Fig. 1: sequential cells coloured by netlist name
Other cells in grey.
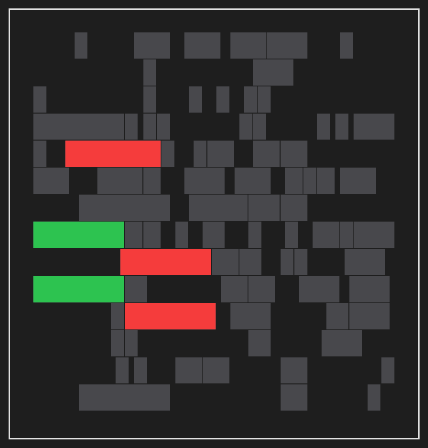
Fig. 2: the metal 1 layer
Supply wires on this layer in grey.
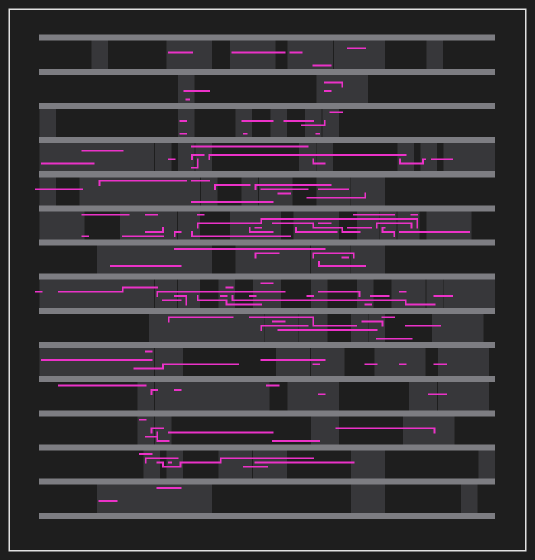
Fig. 3: routing congestion map
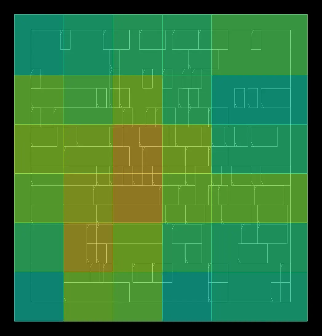
Fig. 4: M2 wires
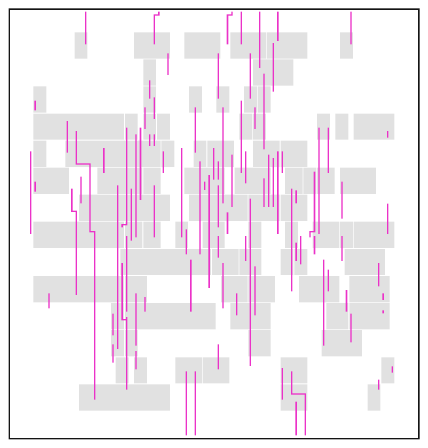
Fig. 5: nets reached from selected ports
Bar = 10 um.
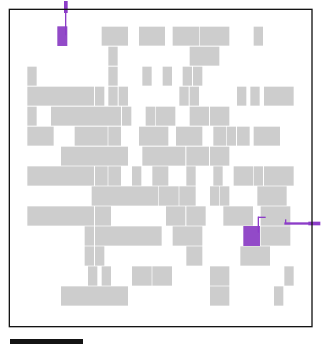
--- src/rtl/fetch_sequencer.sv ---
// Fetch/operand-load sequencer: fetches a 16-bit instruction as two bytes via PC,
// hands it to the consumer, and optionally loads a 32-bit big-endian operand via AR.
//
// state   | meaning
// IDLE    | no memory activity, waiting for Start
// FETCH_L | read low instruction byte at PC, PC++
// FETCH_H | read high instruction byte at PC, PC++
// WAIT    | IR valid, waiting for consumer handshake
// OPLOAD  | four byte reads at AR into DR (counter 0..3), AR++
// DONE    | one-cycle operand-complete pulse
module fetch_sequencer (
    input  logic       Clock,
    input  logic       Reset,
    input  logic       Start,
    input  logic       Halt,
    input  logic       InstrReady,
    input  logic       OpReq,
    output logic       InstrValid,
    output logic       OpDone,
    output logic       Busy,
    output logic       Mem_CS,
    output logic       Mem_WR,
    output logic       IR_LH,
    output logic       IR_Write,
    output logic       DR_E,
    output logic [1:0] ARF_OutDSel,
    output logic [1:0] ARF_FunSel,
    output logic [1:0] DR_FunSel,
    output logic [2:0] ARF_RegSel
);

    typedef enum logic [2:0] {
        S_IDLE    = 3'd0,
        S_FETCH_L = 3'd1,
        S_FETCH_H = 3'd2,
        S_WAIT    = 3'd3,
        S_OPLOAD  = 3'd4,
        S_DONE    = 3'd5
    } state_t;

    state_t     r_state;
    state_t     w_next;
    logic [1:0] r_cnt;

    always_ff @(posedge Clock or negedge Reset) begin
        if (!Reset) begin
            r_state <= S_IDLE;
            r_cnt   <= 2'd0;
        end else begin
            r_state <= w_next;
            // Counter only moves inside OPLOAD; it wraps 3->0 on the exit edge.
            if (r_state == S_WAIT && w_next == S_OPLOAD) begin
                r_cnt <= 2'd0;
            end else if (r_state == S_OPLOAD) begin
                r_cnt <= r_cnt + 2'd1;
            end
        end
    end

    always_comb begin
        w_next      = r_state;
        InstrValid  = 1'b0;
        OpDone      = 1'b0;
        Busy        = 1'b1;
        Mem_CS      = 1'b1;
        Mem_WR      = 1'b0;
        IR_LH       = 1'b0;
        IR_Write    = 1'b0;
        DR_E        = 1'b0;
        ARF_OutDSel = 2'b00;
        ARF_FunSel  = 2'b00;
        DR_FunSel   = 2'b00;
        ARF_RegSel  = 3'b111;

        case (r_state)
            S_IDLE: begin
                Busy = 1'b0;
                if (Start) begin
                    w_next = S_FETCH_L;
                end
            end
            S_FETCH_L: begin
                Mem_CS     = 1'b0;
                IR_Write   = 1'b1;
                ARF_RegSel = 3'b011;
                ARF_FunSel = 2'b01;
                w_next     = S_FETCH_H;
            end
            S_FETCH_H: begin
                Mem_CS     = 1'b0;
                IR_Write   = 1'b1;
                IR_LH      = 1'b1;
                ARF_RegSel = 3'b011;
                ARF_FunSel = 2'b01;
                w_next     = S_WAIT;
            end
            S_WAIT: begin
                InstrValid = 1'b1;
                // An operand request takes priority over Halt at the handshake.
                if (InstrReady) begin
                    if (OpReq) begin
                        w_next = S_OPLOAD;
                    end else if (Halt) begin
                        w_next = S_IDLE;
                    end else begin
                        w_next = S_FETCH_L;
                    end
                end
            end
            S_OPLOAD: begin
                Mem_CS      = 1'b0;
                ARF_OutDSel = 2'b01;
                ARF_RegSel  = 3'b101;
                ARF_FunSel  = 2'b01;
                DR_E        = 1'b1;
                DR_FunSel   = 2'b10;
                if (r_cnt == 2'd3) begin
                    w_next = S_DONE;
                end
            end
            S_DONE: begin
                OpDone = 1'b1;
                w_next = Halt ? S_IDLE : S_FETCH_L;
            end
            default: begin
                Busy   = 1'b0;
                w_next = S_IDLE;
            end
        endcase
    end

endmodule

--- config.mk ---
export PLATFORM = sky130hd
export DESIGN_NAME = fetch_sequencer
export DESIGN_NICKNAME = d
export VERILOG_FILES = /design/src/rtl/fetch_sequencer.sv
export SDC_FILE = /design/constraint.sdc
export NUM_CORES = 1
export LEC_CHECK = 0
export ABC_AREA = 1
export CAP_MARGIN = 20
export CORE_AREA = 2 2 39 41
export CTS_BUF_LIST = sky130_fd_sc_hd__clkbuf_16
export DETAILED_ROUTE_END_ITERATION = 7
export DIE_AREA = 0 0 41 43
export PLACE_DENSITY_LB_ADDON = 0.05
export SLEW_MARGIN = 30
export SYNTH_ARGS = -nofsm -noshare
export SYNTH_HDL_FRONTEND = slang
export SYNTH_SLANG_ARGS = --single-unit
export TNS_END_PERCENT = 5
--- constraint.sdc ---
create_clock -name Clock -period 1.16 [get_ports Clock]
set_input_delay 0.116 -clock Clock [delete_from_list [all_inputs] [get_ports Clock]]
set_output_delay 0.116 -clock Clock [all_outputs]
set_load 0.03 [all_outputs]
==> results.txt <==
xor/xnor share: 0
floorplan core density: 0.307
Fin. Hold Viols: 0
final non-filler cell total: 99
r2r startpoint: r_state[2]$_DFF_PN0_
Placed Instances: 93
Rows: 14
area leader, netlist: dfrtp_1
Largest Pwr Group: combinational logic
delay-heaviest family, CP: flip-flops
Final Critical Period: 1360 ps
die area: 1760 um2
max_cap viols: 0
hpwl dp: 702 um
outcome: finished, violations left
Final ANT Viol Nets: 0
ys flops: 5
switching share of power: 0.448
Post-layout nets: 91
DR pass1 iterations: 2
final setup violation count: 12
met3 routed WL: 50 um
Yosys top cell by instances: nand2_1
vias: 416
CTS sink count: 5
final non-filler cell area: 713 um2
worst hold path class: in2async
Synth Instances: 60
met1 wire length: 382 um
worst setup margin: -201 ps
failing checks: negative setup slack
simple share: 0.359
AO/OA Area Share: 0.0324
ant diodes: 0
area growth from synthesis to layout: 67.6%
Layout fillers: 140
Worst Path Arrival: 1250 ps
About Fig. 1:
red -> r_state  # sequential cells 3
green -> r_cnt  # sequential cells 2

About Fig. 2:
nets with wire on the layer = 70
longest straight run = 15.6 um
share of all routed wire = 44%
wire length on this layer = 383 um

About Fig. 3:
DR WL/cell: 8.78 um
GR Util All Layers: 0.126
met1 Resource Use GR: 0.148
M2 GR Usage: 0.194

About Fig. 4:
main direction = vertical
longest straight run = 16.8 um
nets with wire on the layer = 75
wire length on this layer = 436 um
share of all routed wire = 50%

About Fig. 5:
purple -> ARF_FunSel  # direction output, edge 1 right, 1 top, end cells 2, buffers 1, wire 9.70 um
Port Buffer Count: 17
# IOs: 23

[cells in the final DEF, fill, tap and decap left out, drive strengths merged]
cell type	count
a21oi	1
dfrtp	5
nand3	5
ha	1
inv	13
o2111ai	1
clkdlybuf4s50	5
nand2	17
nor3	1
conb	5
clkbuf	3
buf	19
nor2	6
or2	1
[area by class of cell]
| class | instances | area, um2 | share of cell area |
|---|---|---|---|
| clock buffer | 3 | 75.1 | 0.105 |
| clock inverter | 1 | 3.75 | 0.00526 |
| inverter | 12 | 50.0 | 0.0702 |
| multi-input combinational | 38 | 219 | 0.307 |
| sequential | 5 | 126 | 0.177 |
| tap | 16 | 20.0 | 0.0281 |
| timing repair buffer | 24 | 219 | 0.307 |
[flip-flops by register name (all words and copies together) (netlist names)]
name / cells
r_cnt: 2
r_state: 3
Power figures rest on the tool's default switching activity, not on a simulated workload.
